<file path="config.mk">
export PLATFORM = sky130hd
export DESIGN_NAME = unified_mem_arbiter
export DESIGN_NICKNAME = d
export VERILOG_FILES = /design/src/rtl/mem_arb_pkg.sv /design/src/rtl/unified_mem_arbiter.sv
export SDC_FILE = /design/constraint.sdc
export NUM_CORES = 1
export LEC_CHECK = 0
export CAP_MARGIN = 20
export CORE_MARGIN = 2
export CORE_UTILIZATION = 44
export CTS_CLUSTER_DIAMETER = 150
export DETAILED_ROUTE_END_ITERATION = 7
export PLACE_DENSITY = 0.85
export SLEW_MARGIN = 25
export SYNTH_ARGS = -nofsm -noshare
export SYNTH_HDL_FRONTEND = slang
export SYNTH_SLANG_ARGS = --single-unit
export TNS_END_PERCENT = 20
</file>
<file path="constraint.sdc">
create_clock -name clk -period 7 [get_ports clk]
set_input_delay 1.4 -clock clk [delete_from_list [all_inputs] [get_ports clk]]
set_output_delay 1.4 -clock clk [all_outputs]
set_load 0.02 [all_outputs]
</file>
<file path="src/rtl/mem_arb_pkg.sv">
// Shared encodings and helpers for the unified IF/MEM memory port arbiter.
package mem_arb_pkg;

  typedef enum logic [1:0] {
    IDLE  = 2'd0,
    ISSUE = 2'd1,
    WAIT  = 2'd2,
    RESP  = 2'd3
  } state_t;

  typedef enum logic {
    OWN_IF = 1'b0,
    OWN_DM = 1'b1
  } owner_t;

  // Latency counter must hold MEM_LAT-1; never narrower than one bit.
  function automatic int cnt_width(input int lat);
    int w;
    w = $clog2(lat + 1);
    return (w < 1) ? 1 : w;
  endfunction

endpackage

</file>
<file path="src/rtl/unified_mem_arbiter.sv">
// Arbitrates one fixed-latency memory port between fetch (IF) and the MEM stage,
// alternating on contention and returning a one-cycle ready pulse to the owner.
module unified_mem_arbiter
  import mem_arb_pkg::*;
#(
  parameter int ADDR_W  = 32,
  parameter int DATA_W  = 32,
  parameter int MEM_LAT = 2
) (
  input  logic              clk,
  input  logic              rst,
  input  logic              if_req,
  input  logic [ADDR_W-1:0] if_addr,
  output logic [DATA_W-1:0] if_rdata,
  output logic              if_ready,
  output logic              if_stall,
  input  logic              dm_req,
  input  logic              dm_we,
  input  logic [ADDR_W-1:0] dm_addr,
  input  logic [DATA_W-1:0] dm_wdata,
  output logic [DATA_W-1:0] dm_rdata,
  output logic              dm_ready,
  output logic              dm_stall,
  output logic              mem_en,
  output logic              mem_we,
  output logic [ADDR_W-1:0] mem_addr,
  output logic [DATA_W-1:0] mem_wdata,
  input  logic [DATA_W-1:0] mem_rdata
);

  localparam int            CW       = cnt_width(MEM_LAT);
  localparam logic [CW-1:0] CNT_INIT = CW'(MEM_LAT - 1);

  state_t        state, state_nxt;
  owner_t        owner, last_owner, grant;
  logic          grant_vld;
  logic [CW-1:0] cnt;

  assign if_stall = if_req & ~if_ready;
  assign dm_stall = dm_req & ~dm_ready;

  // Tie goes to whoever did not own the port last.
  always_comb begin
    grant_vld = if_req | dm_req;
    grant     = OWN_IF;
    if (if_req && dm_req)
      grant = (last_owner == OWN_IF) ? OWN_DM : OWN_IF;
    else if (dm_req)
      grant = OWN_DM;
  end

  always_comb begin
    state_nxt = state;
    case (state)
      IDLE:    if (grant_vld) state_nxt = ISSUE;
      ISSUE:   state_nxt = mem_we ? RESP : WAIT;
      WAIT:    if (cnt == '0) state_nxt = RESP;
      RESP:    state_nxt = IDLE;
      default: state_nxt = IDLE;
    endcase
  end

  always_ff @(posedge clk or posedge rst) begin
    if (rst) state <= IDLE;
    else     state <= state_nxt;
  end

  // mem_* double as the request latch: loaded at grant, held afterwards.
  always_ff @(posedge clk or posedge rst) begin
    if (rst) begin
      owner      <= OWN_IF;
      last_owner <= OWN_DM;
      cnt        <= '0;
      mem_en     <= 1'b0;
      mem_we     <= 1'b0;
      mem_addr   <= '0;
      mem_wdata  <= '0;
      if_rdata   <= '0;
      dm_rdata   <= '0;
      if_ready   <= 1'b0;
      dm_ready   <= 1'b0;
    end else begin
      case (state)
        IDLE: begin
          if (grant_vld) begin
            owner  <= grant;
            mem_en <= 1'b1;
            if (grant == OWN_DM) begin
              mem_we    <= dm_we;
              mem_addr  <= dm_addr;
              mem_wdata <= dm_wdata;
            end else begin
              mem_we    <= 1'b0;
              mem_addr  <= if_addr;
            end
          end
        end
        ISSUE: begin
          mem_en     <= 1'b0;
          mem_we     <= 1'b0;
          last_owner <= owner;
          cnt        <= CNT_INIT;
          if (mem_we) begin
            if (owner == OWN_DM) dm_ready <= 1'b1;
            else                 if_ready <= 1'b1;
          end
        end
        WAIT: begin
          if (cnt != '0) begin
            cnt <= cnt - CW'(1);
          end else if (owner == OWN_DM) begin
            dm_rdata <= mem_rdata;
            dm_ready <= 1'b1;
          end else begin
            if_rdata <= mem_rdata;
            if_ready <= 1'b1;
          end
        end
        RESP: begin
          if_ready <= 1'b0;
          dm_ready <= 1'b0;
        end
        default: ;
      endcase
    end
  end

endmodule

</file>
==> results.py, run 1 <==
# Generated from Yosys and OpenROAD reports
metrics = {
    "clock_tree": {
        "htree_levels": 4,
        "path_clk_slew_ns": 0.06,
        "cts.path.max_buffers": 2,
        "cts_resized": 0,
        "cts_tree": "done",
    },
    "setup_path": {
        "crit_family": "buffers and inverters",
        "cp_cell_sequence": "clkdlybuf4s50_1, nor2b_1, clkdlybuf4s50_1",
        "r2r-end": "mem_wdata[4]",
        "worst-path-buf-inv": 2,
        "worstSetupEndpoint": "if_stall",
        "max_stage_delay_ns": 0.62,
        "path_depth": 3,
        "critPathLaunchType": "input port",
        "worstSetupEndpointType": "output pin",
        "cp_max_fo": 5,
        "critical-path-slowest-cell": "clkdlybuf4s50_1",
    },
    "logic_synthesis": {
        "ys_area_sq_um": 5620,
        "logic_family": "multiplexers",
        "yosys.stat.seqShare": 0.614,
        "synth-xor-area-share": 0,
        "synth-compound-area-share": 0.0554,
        "synthCells": 435,
        "synth-edff-count": 0,
        "synthTopCellsByCount": "dfrtp_1 (137), mux2_2 (70), nand2_1 (67)",
        "synth_area_sq_um": 5620,
        "top_cell_area_share": 0.610,
    },
    "layout": {
        "flop_area_sq_um": 3450,
        "fin_util": 0.712,
        "drive_gt1_frac": 0.165,
        "comb_area_sq_um": 2010,
        "combAreaFraction": 0.225,
        "post_layout_nonfiller_instances": 883,
        "final_area_sq_um": 8940,
        "antennaDiodeCount": 0,
        "areaGrowthSynthToFinish_pct": 59.0,
    },
    "drt": {
        "drt_iter0_drc": 191,
        "m1WireLength_um": 5620,
        "wl_met3_um": 1320,
        "avgViaCountPerCell": 4.93,
        "postRouteAntennaNets": 0,
    },
    "placed_design": {
        "port_buffers": 266,
        "dp_slack_ns": 2.84,
        "gp_congestion": 0.837,
        "post-dp-hpwl_um": 10900,
    },
    "grt": {
        "grt_overflow": 0,
        "grt-busiest-layer": "met2",
        "grt_pass1_wl_um": 22800,
    },
    "run_status": {
        "outcome": "complete, no violations",
    },
    "pwr": {
        "p_switching_w": 0.00161,
        "powerComb_w": 0.00219,
        "power_w": 0.00445,
        "switching_share": 0.362,
        "leakage_nw": 3.81,
    },
    "final_timing": {
        "final-hold-violation-count": 0,
        "relSlewSlack": 0.400,
        "hold_ws_ns": 0.487,
    },
    "min_path": {
        "min-delay-start": "cnt[0]",
    },
}
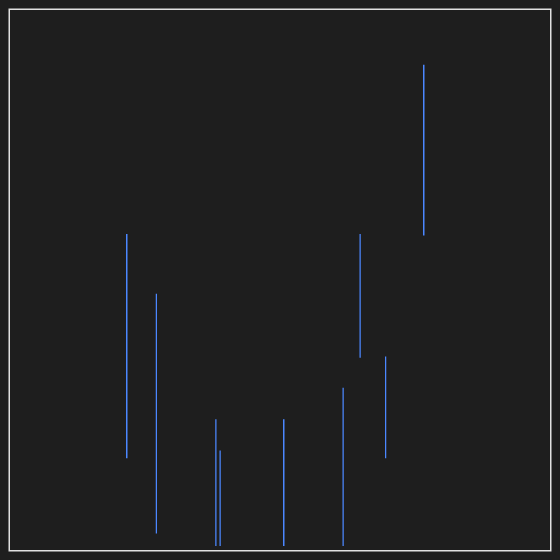
Figure 1: run 1, met4 routing.
nets with wire on the layer: 6
wire length on this layer: 294 um
longest straight run: 51.7 um
main direction: vertical
Total Wirelength: 15,000 um
via count: 4,351

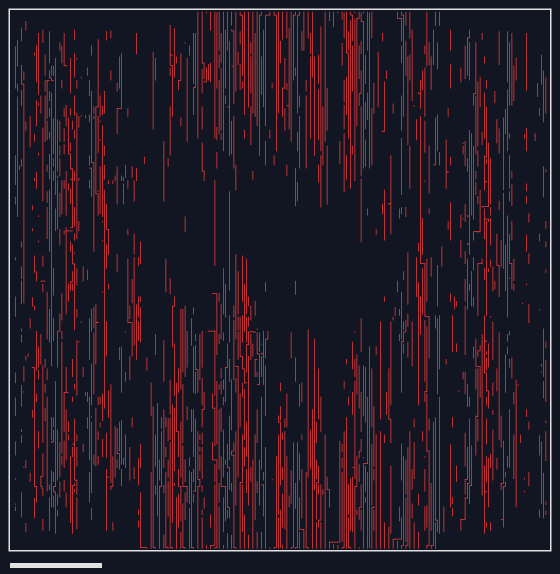
Figure 2: run 1, signal wires on met2.
Scale bar: 20 um.
nets with wire on the layer: 760
share of all routed wire: 52%
main direction: vertical
wire length on this layer: 7,770 um
longest straight run: 59.2 um
GR Util met2: 0.396

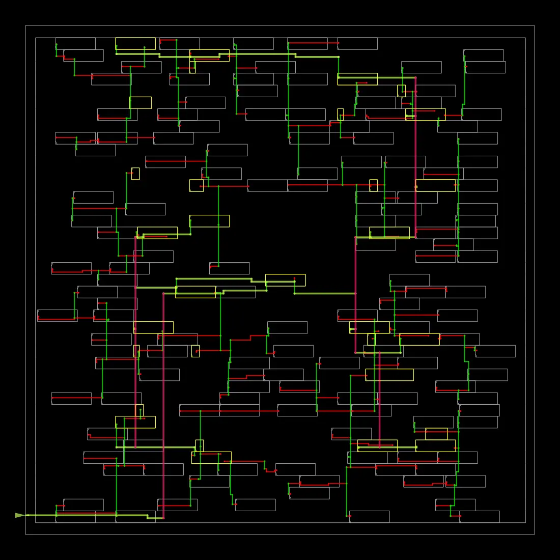
Figure 3: run 1, clock nets.
Fin Clk Skew: 0.00761 ns
clk latency late pin: 0.42 ns
flip-flops: 138
clk sinks: 138

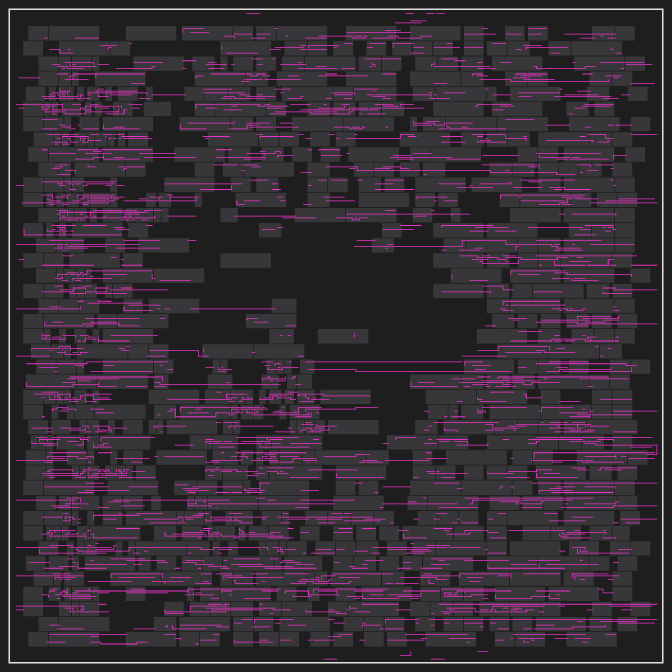
Figure 4: run 1, signal wires on met1.
longest straight run: 40.9 um
share of all routed wire: 37%
met1 Use GR: 0.243

Figure 5. Signal wires on met3 (run 1).
Scale bar: 20 um.
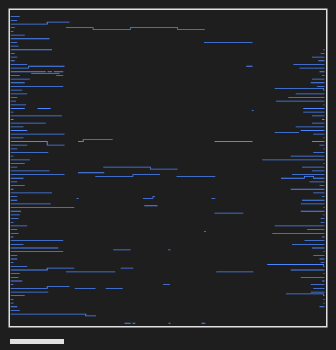

## Run 2: what changed since run 1
- CORE_UTILIZATION: 44 -> 37
- PLACE_DENSITY: 0.85 -> 0.77
- clock period: 7 -> 3.56 ns (I/O delays scaled with it)
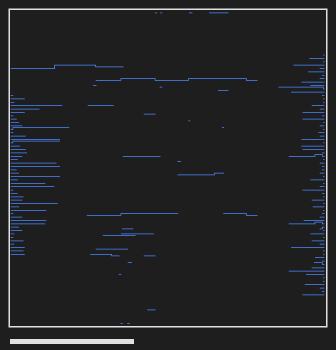
Figure 6: run 2, signal wires on met3.
Scale bar: 50 um.
main direction: horizontal
share of all routed wire: 6.4%
nets with wire on the layer: 133
GR Util met3: 0.0565
Total Wirelength: 14,600 um
via count: 4,312

==> run 2 against run 1 <==
Against the previous run: register-to-register slack got worse by 2.9 ns; design area up 2.3%; critical path type unchanged; critical path depth stayed put; synthesized cell count did not move; first-iteration DRC count up 3.1%; power is 110% higher; largest cell class unchanged; wire length fell by 2.6%; area after synthesis did not move; non-clock buffer count increased by 4; count of clock-buffer cells in the layout is 2 lower.
==> results.py, run 2 <==
# Generated from Yosys and OpenROAD reports
metrics = {
    "run_status": {
        "outcome": "complete, no violations",
    },
    "setup_path": {
        "max_stage_delay_ns": 0.61,
        "worstSetupEndpoint": "if_stall",
        "critical-path-slowest-cell": "clkdlybuf4s50_1",
        "r2r-end": "mem_addr[2]",
        "critPathLaunchType": "input port",
        "cp_max_fo": 5,
        "worst-path-buf-inv": 2,
        "worstSetupEndpointType": "output pin",
    },
    "grt": {
        "grt_pass1_wl_um": 22900,
        "grtUsageMet1": 0.204,
        "grt_overflow": 0,
    },
    "layout": {
        "combAreaFraction": 0.219,
        "drive_gt1_frac": 0.175,
        "fin_util": 0.609,
        "post_layout_nonfiller_instances": 904,
        "seq_cells": 138,
        "final_area_sq_um": 9160,
        "flop_area_sq_um": 3450,
    },
    "pwr": {
        "power_w": 0.00914,
        "leakage_nw": 3.89,
        "powerComb_w": 0.00431,
    },
    "clock_tree": {
        "clk_latency_ns": 0.41,
        "path_clk_slew_ns": 0.05,
        "cts.path.max_buffers": 2,
        "htree_levels": 4,
    },
    "logic_synthesis": {
        "synthCells": 435,
        "synth_area_sq_um": 5620,
        "synth-compound-area-share": 0.0554,
        "synth-edff-count": 0,
    },
    "drt": {
        "drt_iter0_drc": 197,
        "postRouteAntennaNets": 0,
        "wl_met3_um": 938,
    },
    "placed_design": {
        "post-dp-hpwl_um": 10700,
        "dp_slack_ns": 0.745,
    },
    "final_timing": {
        "final-hold-violation-count": 0,
        "hold_ws_ns": 0.493,
        "fin_skew_ns": 0.00560,
    },
    "min_path": {
        "min-delay-start": "mem_wdata[1]",
    },
}
No activity file was given, so power comes from the tool's default toggle rates.
